$ cat src/rtl/pipe_stage_skid.sv
// pipe_stage_skid: parametrised inter-stage pipeline register with a
// valid/ready handshake, synchronous flush and an optional 2-entry skid
// buffer. Data bits are held on a bubble; control bits are forced to
// CTRL_BUBBLE whenever no valid entry is presented.
module pipe_stage_skid #(
  parameter int unsigned       DATA_W      = 64,
  parameter int unsigned       CTRL_W      = 8,
  parameter logic [CTRL_W-1:0] CTRL_BUBBLE = {CTRL_W{1'b0}},
  parameter bit                SKID        = 1'b1,
  parameter int unsigned       CNT_W       = 16
) (
  input  logic              ACLK,
  input  logic              ARESETn,
  input  logic              flush_c_i,
  input  logic              in_valid_i,
  output logic              in_ready_o,
  input  logic [DATA_W-1:0] in_data_i,
  input  logic [CTRL_W-1:0] in_ctrl_i,
  output logic              out_valid_o,
  input  logic              out_ready_i,
  output logic [DATA_W-1:0] out_data_o,
  output logic [CTRL_W-1:0] out_ctrl_o,
  output logic [1:0]        occupancy_o,
  output logic [CNT_W-1:0]  bp_cycles_o
);

  // State encoding doubles as the occupancy count.
  typedef enum logic [1:0] {
    ST_EMPTY = 2'd0,
    ST_ONE   = 2'd1,
    ST_TWO   = 2'd2
  } state_e;

  state_e             state_q, state_d;
  logic [DATA_W-1:0]  head_data_q, head_data_d;
  logic [CTRL_W-1:0]  head_ctrl_q, head_ctrl_d;
  logic [DATA_W-1:0]  skid_data_q, skid_data_d;
  logic [CTRL_W-1:0]  skid_ctrl_q, skid_ctrl_d;
  logic [CNT_W-1:0]   bp_q, bp_d;

  logic accept;
  logic retire;

  // Outputs come straight from registers; in SKID mode ready depends only on state.
  always_comb begin
    out_valid_o = (state_q != ST_EMPTY);
    out_data_o  = head_data_q;
    out_ctrl_o  = head_ctrl_q;
    occupancy_o = state_q;
    bp_cycles_o = bp_q;
    if (SKID) begin
      in_ready_o = (state_q != ST_TWO);
    end else begin
      in_ready_o = ~out_valid_o | out_ready_i;
    end
    accept = in_valid_i & in_ready_o;
    retire = out_valid_o & out_ready_i;
  end

  // Next-state, payload movement, flush override and backpressure counter.
  always_comb begin
    state_d     = state_q;
    head_data_d = head_data_q;
    head_ctrl_d = head_ctrl_q;
    skid_data_d = skid_data_q;
    skid_ctrl_d = skid_ctrl_q;
    bp_d        = bp_q;

    case (state_q)
      ST_EMPTY: begin
        if (accept) begin
          state_d     = ST_ONE;
          head_data_d = in_data_i;
          head_ctrl_d = in_ctrl_i;
        end
      end
      ST_ONE: begin
        if (accept && retire) begin
          head_data_d = in_data_i;
          head_ctrl_d = in_ctrl_i;
        end else if (accept && SKID) begin
          state_d     = ST_TWO;
          skid_data_d = in_data_i;
          skid_ctrl_d = in_ctrl_i;
        end else if (retire) begin
          state_d     = ST_EMPTY;
          head_ctrl_d = CTRL_BUBBLE;
        end
      end
      ST_TWO: begin
        if (retire) begin
          state_d     = ST_ONE;
          head_data_d = skid_data_q;
          head_ctrl_d = skid_ctrl_q;
          skid_ctrl_d = CTRL_BUBBLE;
        end
      end
      default: begin
        state_d     = ST_EMPTY;
        head_ctrl_d = CTRL_BUBBLE;
        skid_ctrl_d = CTRL_BUBBLE;
      end
    endcase

    // Flush kills every held entry; data is left in place, only control is scrubbed.
    if (flush_c_i) begin
      state_d     = ST_EMPTY;
      head_ctrl_d = CTRL_BUBBLE;
      skid_ctrl_d = CTRL_BUBBLE;
    end

    // Stall counter saturates at all-ones and survives a flush.
    if (out_valid_o && !out_ready_i && (bp_q != {CNT_W{1'b1}})) begin
      bp_d = bp_q + CNT_W'(1);
    end
  end

  // State and payload registers with asynchronous active-low reset.
  always_ff @(posedge ACLK or negedge ARESETn) begin
    if (!ARESETn) begin
      state_q     <= ST_EMPTY;
      head_data_q <= '0;
      head_ctrl_q <= CTRL_BUBBLE;
      skid_data_q <= '0;
      skid_ctrl_q <= CTRL_BUBBLE;
      bp_q        <= '0;
    end else begin
      state_q     <= state_d;
      head_data_q <= head_data_d;
      head_ctrl_q <= head_ctrl_d;
      skid_data_q <= skid_data_d;
      skid_ctrl_q <= skid_ctrl_d;
      bp_q        <= bp_d;
    end
  end

endmodule

$ cat config.mk
export PLATFORM = sky130hd
export DESIGN_NAME = pipe_stage_skid
export DESIGN_NICKNAME = d
export VERILOG_FILES = /design/src/rtl/pipe_stage_skid.sv
export SDC_FILE = /design/constraint.sdc
export NUM_CORES = 1
export LEC_CHECK = 0
export ABC_AREA = 1
export CORE_MARGIN = 1.5
export CORE_UTILIZATION = 54
export DETAILED_ROUTE_END_ITERATION = 10
export PLACE_DENSITY = 0.87
export SLEW_MARGIN = 20
export SYNTH_ARGS = -nofsm -noshare
export SYNTH_HDL_FRONTEND = slang
export SYNTH_SLANG_ARGS = --single-unit
$ cat constraint.sdc
create_clock -name ACLK -period 4.71 [get_ports ACLK]
set_input_delay 1.1775 -clock ACLK [delete_from_list [all_inputs] [get_ports ACLK]]
set_output_delay 1.1775 -clock ACLK [all_outputs]
set_load 0.02 [all_outputs]
**Run 1: wiring by layer**

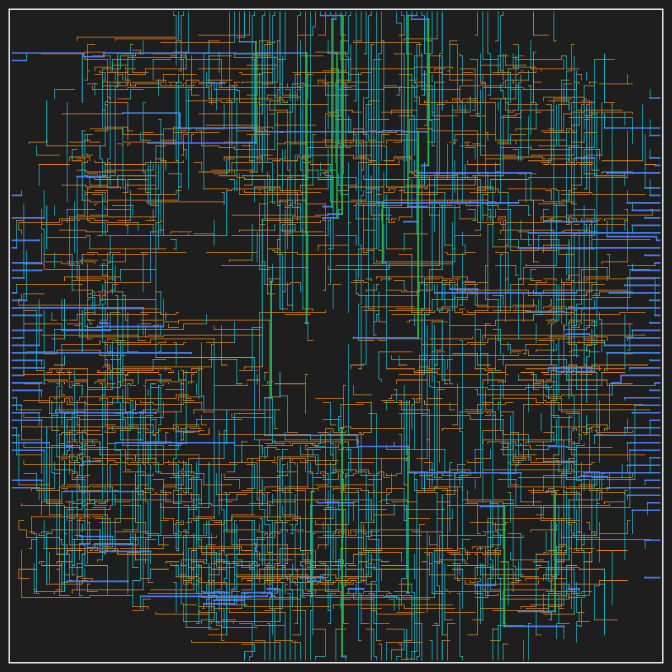
[M4] green | wire length: 428 um
[M2] cyan | wire length: 8,680 um
[M3] blue | wire length: 1,050 um
[M1] orange | wire length: 7,530 um

**Run 1: cell classes on the final placement**

Fill, decap, tap and diode cells in gray.
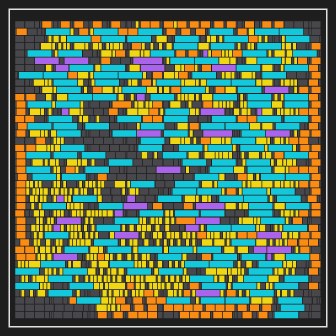
[remaining buffers and delay cells] orange | cells: 174 | share of their area: 19%
[clock drivers and dummy loads] purple | cells: 32 | share of their area: 6.6%
[registers] cyan | cells: 162 | share of their area: 43%
[remaining logic cells] yellow | cells: 568 | share of their area: 31%
sequential fraction of total cell area: 0.423
core region area: 12,800 um^2
Placement Rows: 41

**Run 1: sizing map**

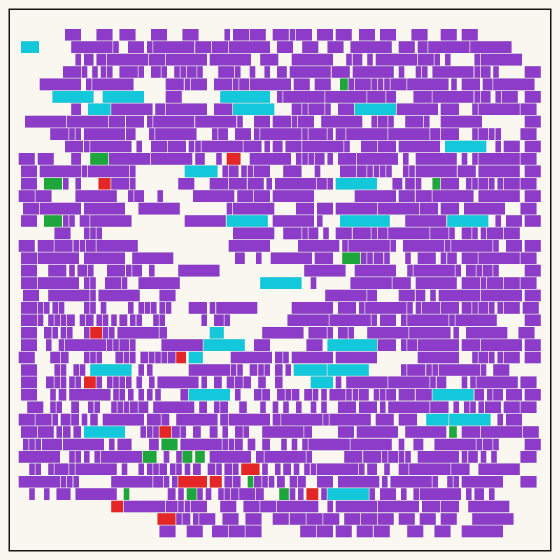
[x1 and smaller] purple | cells: 881 | share: 94%
[x6 and larger] cyan | cells: 28 | share: 3.0%
[x3 and x4] red | cells: 12 | share: 1.3%
[x2] green | cells: 15 | share: 1.6%
area growth from synthesis to layout: 33.6%
final non-filler cell area: 9590 um^2
non-clock buffer instance count of the final layout: 174
final worst setup slack: 1.73 ns

==> summary.txt, run 1 <==
Summary of implementation figures.

Synth
The most used flip-flop cell is sky130_fd_sc_hd__dfrtp_1. The number of standard cells reported by yosys is 770. The synthesis report lists the most area-consuming cells as sky130_fd_sc_hd__dfrtp_1, sky130_fd_sc_hd__nand2_1, sky130_fd_sc_hd__mux2_1.

Counting flops with a built-in enable in the synthesized netlist gives 0. The area figure in the yosys stat output is 7180 um^2. The main logic family after synthesis is simple AND/OR/NAND/NOR gates.

Worst setup path
The timing report lists the critical path depth as 3 cells. Per the timing report, the most critical flop-to-flop path finishes at out_data_o[32]. The setup check on the worst reg-to-reg path leaves a slack of 2.16 ns. The signal on the critical path passes through nor2_4 > inv_1 > clkdlybuf4s50_1.

Hold path
The endpoint of the worst hold-timing path is out_ctrl_o[2]. The worst min-delay path class is reg2reg.

Flow run
The number of OpenROAD warnings is 26.

Layout
The library cells used most frequently in the layout, excluding fill and tap cells, are sky130_fd_sc_hd__nand2_1, sky130_fd_sc_hd__clkdlybuf4s50_1, sky130_fd_sc_hd__dfrtp_1. The non-clock buffer area fraction after layout is 0.183. The clock-cell share of area is 0.0647.

The layout report gives the multi-input gate share of total cell area as 0.299.

Status
The run finished with clean final reports.

GRT
The global routing usage summed across all routing layers is 0.259.

Floorplan
The share of the core filled by cells before placement is 0.562.

Routing
Per the log, the first TritonRoute iteration ended with a DRC count of 501. The total routed wirelength is 17,700 um. The number of optimization iterations in the first detailed-route pass is 5.

Clock network
The maximum buffer depth of the clock tree is 2.
-- run 1: metal layers --
layer / wire (um) / global-route usage / vias up
met5: 0 / 0 / -
met4: 428 / 0.110 / 0
met1: 7530 / 0.328 / 2925
li1: - / - / 2866
met3: 1050 / 0.0560 / 33
met2: 8680 / 0.431 / 210
-- run 1: through the flow --
step	setup WS [ns]	utilization	hold WS, ns
after CTS	1.74	0.751	0.486
after detailed placement	1.49	0.702	0.468
after floorplan	2.37	-	0.453
after global placement	1.56	0.702	0.466
after global routing	1.68	0.751	0.498
final	1.73	0.751	0.488
-- run 1: power breakdown --
part / internal (uW) / switching (uW)
Clock: 877 / 562
Combinational: 630 / 699
Sequential: 1790 / 274
**Run 1: placement view**

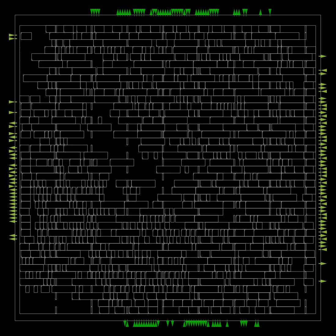

==> run 2, diff against run 1 <==
CORE_UTILIZATION = 45   (was 54)
PLACE_DENSITY = 0.77   (was 0.87)
clock period = 2.5 ns   (was 4.71 ns; I/O delays follow)
**Run 2: placement view**

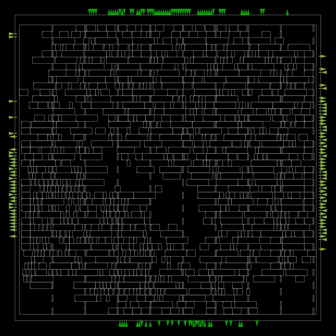
sequential fraction of total cell area: 0.414
well tap count: 211
core region area: 15,400 um^2

**Run 2: sizing map**

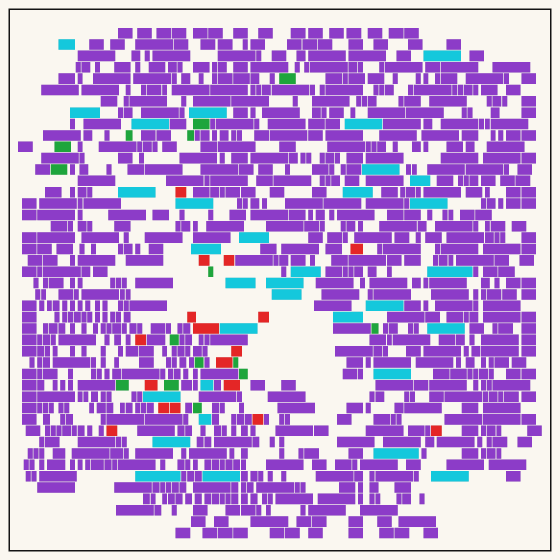
[x2] green | cells: 15 | share: 1.6%
[x3 and x4] red | cells: 17 | share: 1.8%
[x1 and smaller] purple | cells: 883 | share: 93%
[x6 and larger] cyan | cells: 32 | share: 3.4%
final worst setup slack: 0.0885 ns
area growth from synthesis to layout: 36.3%

==> run 2 against run 1 <==
Net effect: critical path depth is the same; sequential power is 87% higher; first-iteration DRC count is 16% lower; utilization down 11 points; wire length decreased by 2.8%; critical path type unchanged; critical endpoint is now in_ready_o; largest power group unchanged.
==> summary.txt, run 2 <==
Summary of implementation figures.

Layout
The proportion of cell area occupied by multi-input gates was 0.293 (-0.00581). The number of buffers outside the clock class in the layout is 185 (+6.3%). The number of antenna diodes in the final layout is 0.

The non-clock buffer area fraction after layout is 0.196 (+0.0128). The clock-cell share of area was 0.0615 (-0.00318). The top cell types in the final layout, fill and taps aside, are sky130_fd_sc_hd__nand2_1, sky130_fd_sc_hd__clkdlybuf4s50_1, sky130_fd_sc_hd__dfrtp_1.

The share of the core filled with cells in the final layout came to 0.636 (-0.115). The most frequent logic cell in the layout is sky130_fd_sc_hd__nand2_1.

Synth
The number of standard cells reported by yosys is 770 (unchanged). The count of library flops with an enable pin is 0 (unchanged). The most used flip-flop cell is sky130_fd_sc_hd__dfrtp_1. The area figure in the yosys stat output is 7180 um^2 (unchanged). The mean instance size in the synthesized netlist is 9.32 um^2. The count of cell types in the netlist is 27.

The instance count of the mapped netlist is 770. Yosys attributes the largest share of cell area to sky130_fd_sc_hd__dfrtp_1, sky130_fd_sc_hd__nand2_1, sky130_fd_sc_hd__mux2_1.

Final timing
The smallest hold slack came to 0.132 ns (-0.357 ns).

Floorplan
The share of the core filled by cells before placement is 0.467 (-0.0950).

Worst setup path
The worst-case register-to-register setup slack came to 0.40 ns (-1.76 ns). The maximum net fanout on the critical path is 7. The cell sequence reported for the critical path is inv_2 > nand2_2 > clkdlybuf4s50_1. The capture instance of the worst register-to-register path is out_data_o[36]. The critical path depth in cells came to 3 (unchanged).

Placed design
The placement-stage worst setup slack is 0.190 ns (-1.30 ns). The number of instances in the placed design is 1,126. The placement report lists the number of port buffers as 168.

Clock network
The CTS report gives the tree buffer count as 17. The maximum buffer depth of the clock tree came to 2 (unchanged). The hold buffer count at CTS is 0.

Routing
The total routed wirelength is 17,200 um (-2.8%). The number of optimization iterations in the first detailed-route pass is 4 (-1). The count of routing violations after the opening detailed-route iteration is 423 (-16%).

Hold path
The worst min-delay path class is in2async.

GRT
The global routing usage summed across all routing layers is 0.218 (-0.0406).

Status
The run finished with clean final reports.

Flow run
The number of OpenROAD warnings is 26 (unchanged).
**Run 2: cell classes on the final placement**

Fill, decap, tap and diode cells in gray.
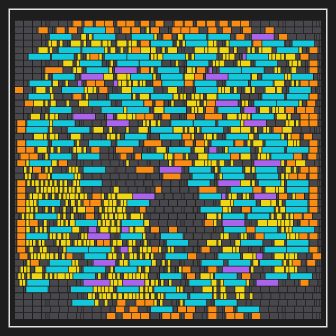
[clock drivers and dummy loads] purple | cells: 32 | share of their area: 6.3%
[registers] cyan | cells: 162 | share of their area: 43%
[remaining logic cells] yellow | cells: 568 | share of their area: 31%
[remaining buffers and delay cells] orange | cells: 185 | share of their area: 20%
final non-filler cell area: 9780 um^2
Placement Rows: 45

run 2: cell counts after synthesis:
Identical to the previous run, type by type.
run 2: logic make-up (layout without fill, tap and decap cells):
group / after synthesis / count (layout) / share of synthesized area
AOI/OAI and AO/OA: 88 / 88 / 0.0734
xor gates and xnor gates: 4 / 4 / 0.00488
muxes: 64 / 64 / 0.100
and+or+nand+nor: 389 / 389 / 0.219
DFF: 162 / 162 / 0.565
adders and majority gates: 1 / 1 / 0.00174
buffers and inverters: 62 / 239 / 0.0362
run 2: report_power, final:
part	total (uW)	internal, uW	switching [uW]
combinational	2520	1230	1300
sequential	3850	3370	478
clock	2650	1600	1050
total	9020	6200	2820
run 2: routing by layer:
layer	GRT usage	part of all wire
met5	0	0
met3	0.0545	0.055
met2	0.359	0.49
met4	0.104	0.030
met1	0.272	0.43
==> run 3, diff against run 2 <==
SLEW_MARGIN = not set   (was 20)
**Run 3: sizing map**

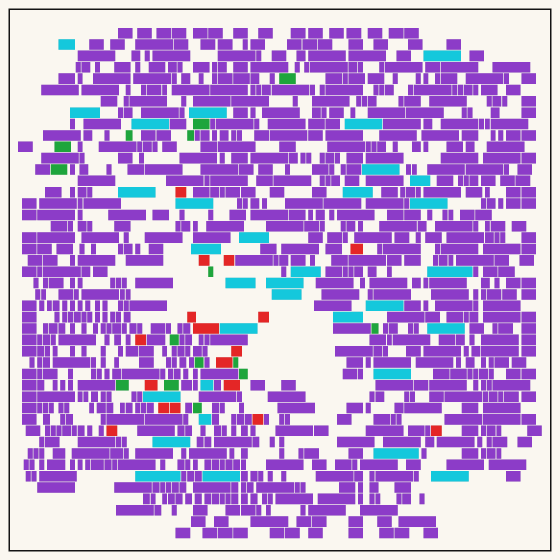
[x2] green | cells: 15 | share: 1.6%
[x1 and smaller] purple | cells: 883 | share: 93%
[x3 and x4] red | cells: 17 | share: 1.8%
[x6 and larger] cyan | cells: 32 | share: 3.4%

**Run 3: wiring by layer**

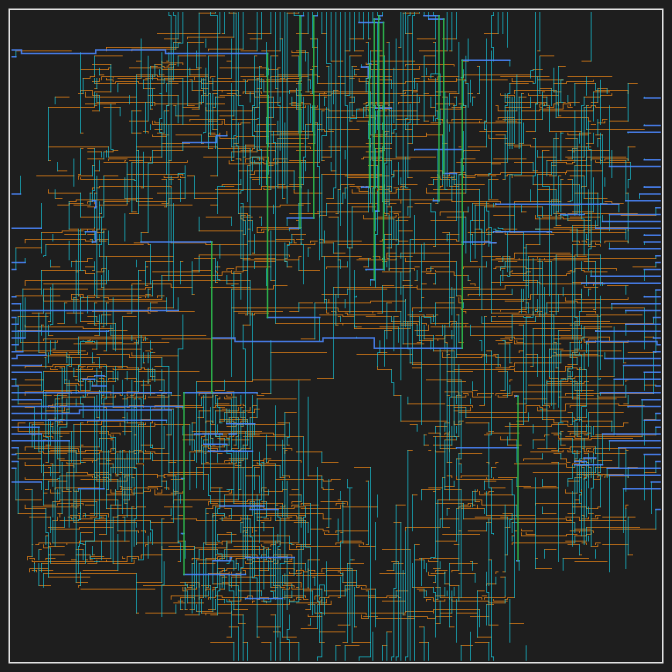
[M2] cyan | wire length: 8,370 um
[M4] green | wire length: 522 um
[M3] blue | wire length: 939 um
[M1] orange | wire length: 7,380 um

==> run 3 against run 2 <==
Net effect: worst setup slack unchanged; wire length did not move; non-clock buffer count unchanged; first-iteration DRC count is the same; critical endpoint unchanged.
==> summary.txt, run 3 <==
Summary of implementation figures.

Power and ir drop
The power share of the sequential group is 0.427 (about the same). The portion of total power attributed to the clock network is 0.294 (about the same). The combinational gate power is 2520 uW (about the same). The logic gate share of total power came to 0.280 (about the same).

The power attributed to the clock group is 2650 uW (about the same). The internal power is 6200 uW (unchanged). The top power group is sequential cells. The switching component of the power came to 2820 uW (unchanged).

Worst setup path
The maximum net fanout on the critical path is 7 (unchanged). Looking at the reg2reg group, the worst path ends at out_data_o[36]. The worst-case register-to-register setup slack is 0.40 ns (about the same).

Synth
The mean instance size in the synthesized netlist was 9.32 um^2 (unchanged). The area fraction in full adders, half adders and majority gates was 0.00174 (unchanged). The main area contributors are sky130_fd_sc_hd__dfrtp_1, sky130_fd_sc_hd__nand2_1, sky130_fd_sc_hd__mux2_1. The count of cell types in the netlist is 27 (unchanged). The number of standard cells reported by yosys is 770 (unchanged). The fraction of the mapped netlist area in compound gates is 0.0734 (unchanged). The proportion of synthesized area in mux cells is 0.100 (unchanged). The instance count of the mapped netlist is 770 (unchanged). The share of synthesized cell area in and, or, nand and nor gates is 0.219 (unchanged). The area figure in the yosys stat output was 7180 um^2 (unchanged).

Floorplan
The number of rows in the core area is 45 (unchanged). The tapcell count is 211 (unchanged). The total core area is 15,400 um^2 (unchanged).

Status
The run finished with clean final reports.

Placed design
The count of input and output buffers is 168 (unchanged). The placement-stage worst setup slack is 0.190 ns (unchanged). The number of instances in the placed design is 1,126 (unchanged).

Routing
The total routed wirelength is 17,200 um (unchanged).

Hold path
The worst min-delay path class is in2async.

Layout
The clock-cell share of area was 0.0615 (unchanged). Ranking logic cells in the layout by count gives the top entries sky130_fd_sc_hd__nand2_1, sky130_fd_sc_hd__clkdlybuf4s50_1, sky130_fd_sc_hd__dfrtp_1. The number of buffers outside the clock class in the layout is 185 (unchanged).

The synthesis-to-finish area growth is 36.3% (unchanged). Counting only logic cells after layout, the most numerous master is sky130_fd_sc_hd__nand2_1. The proportion of cell area occupied by registers is 0.414 (unchanged). The diode insertion count for antenna repair came to 0 (unchanged).

Clock network
The number of buffers added by the clock tree synthesis step is 17 (unchanged). The maximum buffer depth of the clock tree is 2 (unchanged).

GRT
The global routing usage summed across all routing layers was 0.218 (unchanged).

Final timing
The slack of the critical path was 0.0885 ns (unchanged).
**Run 3: placement view**

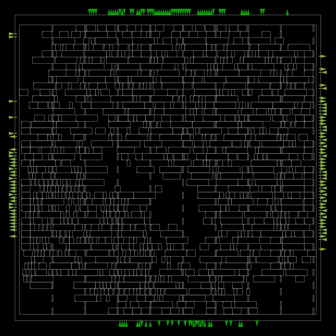
flip-flops: 162
final core occ: 0.636

## run 3: cell counts in the layout (fill, tap and decap cells not counted)
No cell type changed its count.
## run 3: critical path: stages, from the launching register on
cell and delay [ns]:
sky130_fd_sc_hd__dfrtp_1 0.54, sky130_fd_sc_hd__inv_2 0.11, sky130_fd_sc_hd__nand2_2 0.08, sky130_fd_sc_hd__clkdlybuf4s50_1 0.63
## run 3: routing by layer
layer,part of all wire,vias up,track usage,routed length (um)
met5,0,-,0,0
met4,0.030,0,0.104,521
met3,0.055,32,0.0545,939
met2,0.49,166,0.359,8370
met1,0.43,2817,0.272,7380
li1,-,2897,-,-
Power figures rest on the tool's default switching activity, not on a simulated workload.
